### src/rtl/window_address_counter.sv
// Window address counter for the register-file convolution datapath.
// A fill phase produces DATANUM sequential write addresses, then a slide
// phase presents KSIZE read taps per window, advancing the window by STRIDE
// on each ReadEn until the last window has been consumed.
module window_address_counter #(
   parameter int ADDRESS = 4,
   parameter int DATANUM = 15,
   parameter int KSIZE   = 3,
   parameter int STRIDE  = 1
) (
   input  logic                       clk,
   input  logic                       rst_n,
   input  logic                       Start,
   input  logic                       WrValid,
   input  logic                       ReadEn,
   output logic                       WriteEn,
   output logic [ADDRESS-1:0]         WriteReg,
   output logic [KSIZE*ADDRESS-1:0]   ReadRegs,
   output logic                       ReadValid,
   output logic [ADDRESS-1:0]         WinIndex,
   output logic                       Busy,
   output logic                       Done
);

   // Window geometry: number of full windows and base of the last one.
   // Trailing words that cannot complete a window are never read.
   localparam int NWIN     = (DATANUM - KSIZE) / STRIDE + 1;
   localparam int LASTBASE = (NWIN - 1) * STRIDE;

   localparam logic [ADDRESS-1:0] C_LAST_WR   = ADDRESS'(DATANUM - 1);
   localparam logic [ADDRESS-1:0] C_LAST_BASE = ADDRESS'(LASTBASE);
   localparam logic [ADDRESS-1:0] C_STRIDE    = ADDRESS'(STRIDE);

   localparam logic [1:0] S_IDLE  = 2'd0;
   localparam logic [1:0] S_FILL  = 2'd1;
   localparam logic [1:0] S_SLIDE = 2'd2;
   localparam logic [1:0] S_DONE  = 2'd3;

   logic [1:0]         r_state;
   logic [ADDRESS-1:0] r_write_reg;
   logic [ADDRESS-1:0] r_base;
   logic [ADDRESS-1:0] r_win_index;

   logic w_idle;
   logic w_fill;
   logic w_slide;
   logic w_done;
   logic w_write;
   logic w_last_write;
   logic w_advance;
   logic w_last_window;

   assign w_idle        = (r_state == S_IDLE);
   assign w_fill        = (r_state == S_FILL);
   assign w_slide       = (r_state == S_SLIDE);
   assign w_done        = (r_state == S_DONE);
   assign w_write       = w_fill && WrValid;
   assign w_last_write  = (r_write_reg == C_LAST_WR);
   assign w_advance     = w_slide && ReadEn;
   assign w_last_window = (r_base == C_LAST_BASE);

   // Phase sequencing: IDLE -> FILL -> SLIDE -> DONE -> IDLE.
   always_ff @(posedge clk or negedge rst_n) begin
      if (!rst_n) begin
         r_state <= S_IDLE;
      end else begin
         case (r_state)
            S_IDLE:  if (Start) r_state <= S_FILL;
            S_FILL:  if (w_write && w_last_write) r_state <= S_SLIDE;
            S_SLIDE: if (w_advance && w_last_window) r_state <= S_DONE;
            default: r_state <= S_IDLE;
         endcase
      end
   end

   // Write address: steps on each accepted word, parks on the last address
   // through the slide phase, and returns to 0 when the sequence ends.
   always_ff @(posedge clk or negedge rst_n) begin
      if (!rst_n) begin
         r_write_reg <= '0;
      end else if (w_idle && Start) begin
         r_write_reg <= '0;
      end else if (w_write && !w_last_write) begin
         r_write_reg <= r_write_reg + 1'b1;
      end else if (w_done) begin
         r_write_reg <= '0;
      end
   end

   // Window base and index: advance on ReadEn except on the last window,
   // where they hold through DONE and clear on the way back to IDLE.
   always_ff @(posedge clk or negedge rst_n) begin
      if (!rst_n) begin
         r_base      <= '0;
         r_win_index <= '0;
      end else if (w_done) begin
         r_base      <= '0;
         r_win_index <= '0;
      end else if (w_advance && !w_last_window) begin
         r_base      <= r_base + C_STRIDE;
         r_win_index <= r_win_index + 1'b1;
      end
   end

   // One adder per tap; tap k always sits k words past the window base.
   genvar gi;
   generate
      for (gi = 0; gi < KSIZE; gi++) begin : g_tap
         assign ReadRegs[gi*ADDRESS +: ADDRESS] = r_base + ADDRESS'(gi);
      end
   endgenerate

   assign WriteEn   = w_write;
   assign WriteReg  = r_write_reg;
   assign ReadValid = w_slide;
   assign WinIndex  = r_win_index;
   assign Busy      = !w_idle;
   assign Done      = w_done;

endmodule

### config.mk
export PLATFORM = sky130hd
export DESIGN_NAME = window_address_counter
export DESIGN_NICKNAME = d
export VERILOG_FILES = /design/src/rtl/window_address_counter.sv
export SDC_FILE = /design/constraint.sdc
export NUM_CORES = 1
export LEC_CHECK = 0
export ABC_AREA = 0
export ABC_CLOCK_PERIOD_IN_PS = 2100
export CORE_AREA = 2 2 49 51
export DETAILED_ROUTE_END_ITERATION = 8
export DIE_AREA = 0 0 51 53
export GPL_TIMING_DRIVEN = 1
export PLACE_DENSITY = 0.85
export SLEW_MARGIN = 15
export SYNTH_ARGS = -nofsm -noshare
export SYNTH_HDL_FRONTEND = slang
export SYNTH_SLANG_ARGS = --single-unit
### constraint.sdc
create_clock -name clk -period 2.1 [get_ports clk]
set_input_delay 0.42 -clock clk [delete_from_list [all_inputs] [get_ports clk]]
set_output_delay 0.42 -clock clk [all_outputs]
set_load 0.03 [all_outputs]
**Run 1: nets reached from selected ports**

Bar = 20 um.
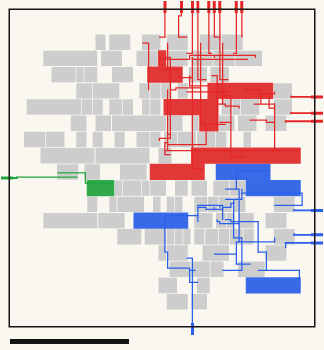
ReadRegs: shown in red, direction output, edge 9 top, 3 right, end cells 11, buffers 13, wire 316 um. Done: shown in green, direction output, edge left, end cells 1, buffers 1, wire 21.9 um. WriteReg: shown in blue, direction output, edge 3 right, 1 bottom, end cells 4, buffers 4, wire 167 um.
I/O pin count: 29
port bufs: 28

**Run 1: PDN straps and rails**

Bar = 20 um. Pins as bars on the die edge. Tap cells in grey.
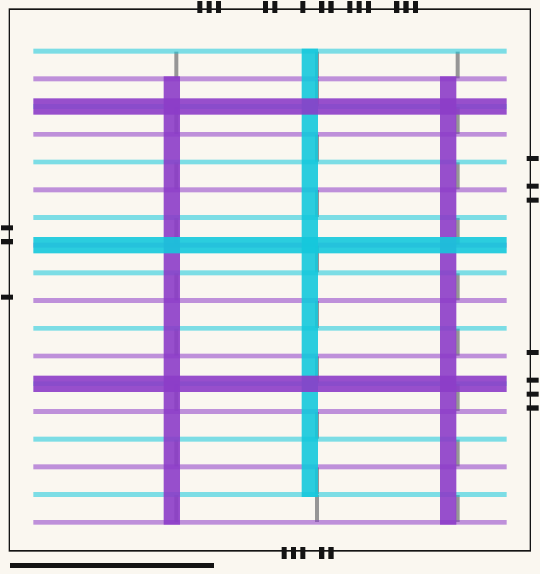
VDD: shown in cyan. VSS: shown in purple.
29 signal pins sit on the boundary. 18 met1 rails follow the rows. 28 tap cells.
Die H: 53 um
DIE WIDTH: 51 um

**Run 1: local utilization**

Bar = 20 um. 10 x 11 tiles, from white (low) to dark blue (high), 0 to 100% covered.
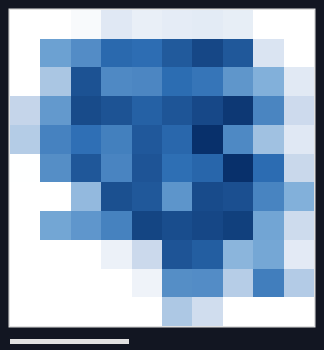
24% of the tiles are nearly empty. 28% of the tiles are over 75% full. The densest ninth of the die: centre.
Initial Util: 43.0%
core area: 0.00215 mm^2

**Run 1: where the registers sit**

Bar = 20 um.
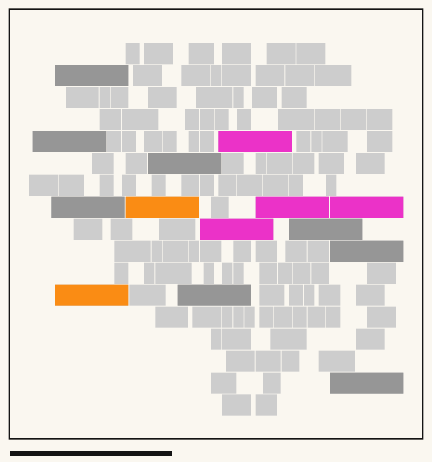
r_base: shown in magenta, placed flops 4. r_state: shown in orange, placed flops 2.
Final Core Density: 57.5%
sequential cell area share: 28.3%
Seq group: 415 uW

==> impl_metrics.toml, run 1 <==
# generated from flow reports
[outcome]
status = "completed"

[finish]
synthToLayoutAreaGrowth_pct = 33.7
clock_cell_area_share_pct = 1.82

[timing]
setup_ws_ns = 0.0974
fmax_ghz = 0.499

[power_and_ir_drop]
sw_frac_of_total_pct = 48.8
power_frac_clock_pct = 9.9
largestPowerGroup = "combinational logic"

[clock_network]
post-cts-setup-buffers = 0
htreeDepth = 1
clock_latency_ns = 0.27

[global_route]
top_usage_layer = "met2"
grt_use_met1_pct = 19.5

[placement]
place_congestion = 0.858
place_area_mm2 = 0.00122

[yosys]
yosys.area_share.simple_pct = 18.5
adder_share_pct = 13.5

[setup_path]
reg2reg_to = "WinIndex[3]"
crit_arrival_ns = 1.58
r2r_start = "r_base[0]"

[floorplanning]
num_rows = 17
==> run 2, diff against run 1 <==
CORE_AREA = 5 5 52 54   (was 2 2 49 51)
DIE_AREA = 0 0 57 59   (was 0 0 51 53)
SETUP_SLACK_MARGIN = 0.02   (was default)
**Run 2: where the registers sit**

Bar = 20 um.
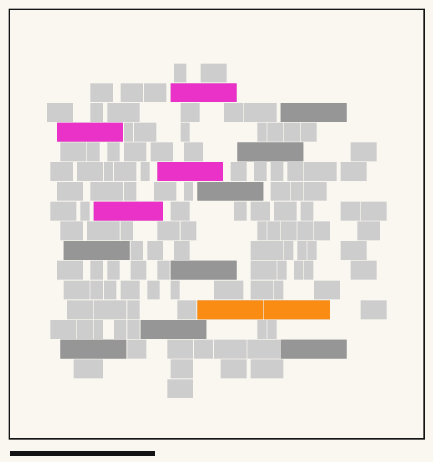
r_base: shown in magenta, placed flops 4. r_state: shown in orange, placed flops 2.
Another 8 sequential cells are not coloured.
register area: 352 um^2
sequential cell area share: 28.6%
Seq group: 422 uW
Final Core Density: 56.7%

**Run 2: nets reached from selected ports**

Bar = 20 um.
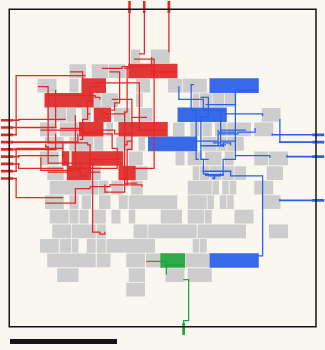
Done: shown in green, direction output, edge bottom, end cells 1, buffers 1, wire 19.4 um. WriteReg: shown in blue, direction output, edge right, end cells 4, buffers 4, wire 196 um. ReadRegs: shown in red, direction output, edge 9 left, 3 top, end cells 11, buffers 13, wire 474 um.

==> run 2 against run 1 <==
Sequential power grew 2%. Synthesized cell count is the same. Combinational power fell by 1%. Core utilization is 0.85 points lower. Setup slack improved by 0.038 ns. Final cell count unchanged. Critical path depth is 2 lower. Fmax up 1.9%. Global-route usage down 2.0 points. Die area increased by 24%. Clock power grew about 10%. Via count rose by 4.8%. Critical path type unchanged. Highest routed layer is now met3.
==> impl_metrics.toml, run 2 <==
# generated from flow reports
[clock_network]
post-cts-setup-buffers = 0
cts_root_buffer = "clkbuf_4"
htreeDepth = 1
numCtsBuffers = 3
cts_tree = "built"

[power_and_ir_drop]
power_frac_clock_pct = 10.8
largestPowerGroup = "combinational logic"
clk-power_uw = 161
sw_frac_of_total_pct = 49.2

[timing]
setup_viol = 0
setup_ws_ns = 0.136
fmax_ghz = 0.509

[finish]
fin_area_mm2 = 0.00123
nFillCells = 210
synthToLayoutAreaGrowth_pct = 33.0
largest_cell_class = "logic gates"
clock_cell_area_share_pct = 2.14

[setup_path]
r2r_start = "r_base[0]"
reg2reg_to = "WinIndex[3]"
critPathCapture = "ReadRegs[4]"
crit_slowest_cell = "clkdlybuf4s50_1"
max_stage_delay_ns = 0.69
crit_arrival_ns = 1.54
path_depth = 2

[floorplanning]
fp-utilization_pct = 42.6
num_rows = 17
chipArea_mm2 = 0.00336
core-area_mm2 = 0.00217

[yosys]
adder_share_pct = 13.5
syn_area_um2 = 925
yosys.area_share.simple_pct = 18.5
avgSynthCellArea_um2 = 9.34

[global_route]
grt_use_met2_pct = 25.8
top_usage_layer = "met2"
grt_use_met1_pct = 16.8

[placement]
place_congestion = 0.833
place_area_mm2 = 0.00122
dp_slack_ns = 0.0560
io_buffers = 28

[route]
vias = 902

[outcome]
status = "completed"
**Run 2: PDN straps and rails**

Bar = 20 um. Pins as bars on the die edge. Tap cells in grey.
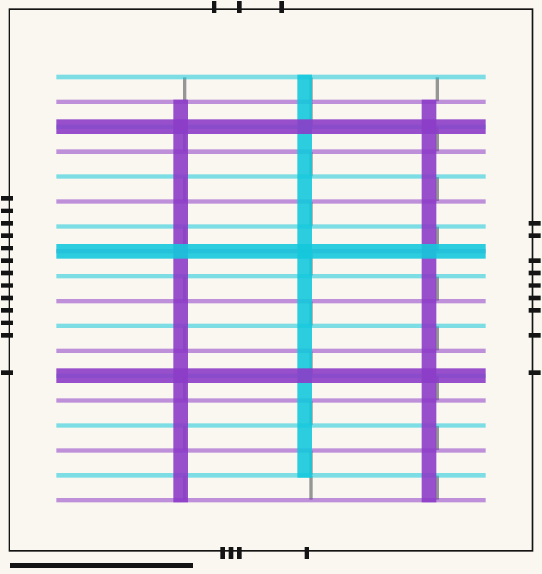
VDD: shown in cyan. VSS: shown in purple.
3 straps on met5. 18 met1 rails follow the rows. 28 tap cells. 3 straps on met4.
DIE WIDTH: 57 um
maximum VDD drop: 703 uV

==> run 3, diff against run 2 <==
CTS_CLUSTER_SIZE = 30   (was default)
**Run 3: where the registers sit**

Bar = 20 um.
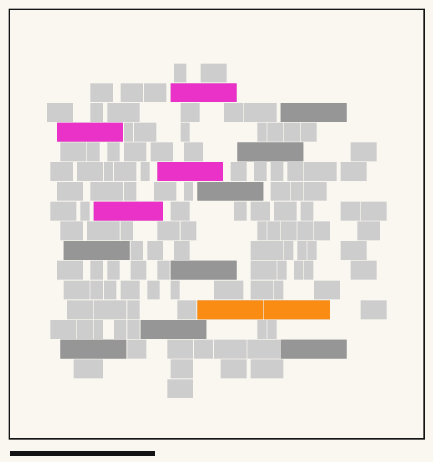
r_base: shown in magenta, placed flops 4. r_state: shown in orange, placed flops 2.

**Run 3: local utilization**

Bar = 20 um. 11 x 12 tiles, from white (low) to dark blue (high), 0 to 100% covered.
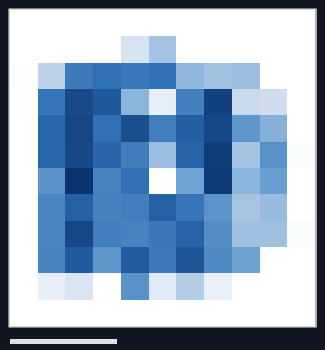
42% of the tiles are nearly empty. The fullest tile reaches 98%. 17% of the tiles are over 75% full.
core area: 0.00217 mm^2
Initial Util: 42.6%

==> run 3 against run 2 <==
Sequential share of layout area did not move. Combinational power barely moved. Global-route usage did not move. Die area did not move. Synthesized area did not move. Largest cell class unchanged. Largest power group unchanged.
==> impl_metrics.toml, run 3 <==
# generated from flow reports
[global_route]
grt_usage_pct = 14.8
grt_use_met2_pct = 25.8
top_usage_layer = "met2"
grt_use_met1_pct = 16.8

[timing]
setup_ws_ns = 0.136
fmax_ghz = 0.509
setup_viol = 0

[clock_network]
numCtsBuffers = 3
clock_latency_ns = 0.28
post-cts-setup-buffers = 0
htreeDepth = 1
cts_root_buffer = "clkbuf_4"

[placement]
place_congestion = 0.833
dp_slack_ns = 0.0560
io_buffers = 28
place_area_mm2 = 0.00122

[yosys]
adder_share_pct = 13.5
syn_area_um2 = 925
yosysMostFrequentCell = "dfrtp_1"
yosysTopAreaCell = "dfrtp_1"

[finish]
clock_cell_area_share_pct = 2.14
nFillCells = 210
synthToLayoutAreaGrowth_pct = 33.0
largest_cell_class = "logic gates"
regArea_um2 = 352
fin_util_pct = 56.7
layout_top_cells = "clkdlybuf4s50_1, dfrtp_1, inv_1, nand3_1, ha_1"
seq_share_pct = 28.6

[setup_path]
critPathCapture = "ReadRegs[4]"
crit_slowest_cell = "clkdlybuf4s50_1"
path_depth = 2
r2r_start = "r_base[0]"
crit_arrival_ns = 1.54
max_stage_delay_ns = 0.69

[power_and_ir_drop]
seq_power_share_pct = 28.3
clk-power_uw = 161
seq_power_uw = 422
power_frac_clock_pct = 10.8
p_switching_uw = 732
vdd.ir_drop.worst_uv = 703
sw_frac_of_total_pct = 49.2
largestPowerGroup = "combinational logic"

[outcome]
status = "completed"

[floorplanning]
die_width_um = 57
num_rows = 17
**Run 3: PDN straps and rails**

Bar = 20 um. Pins as bars on the die edge. Tap cells in grey.
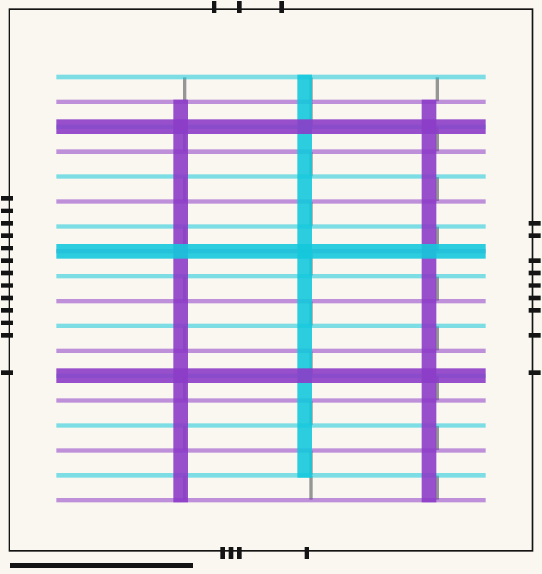
Die H: 59 um

Power is estimated from default activity; no workload was simulated.
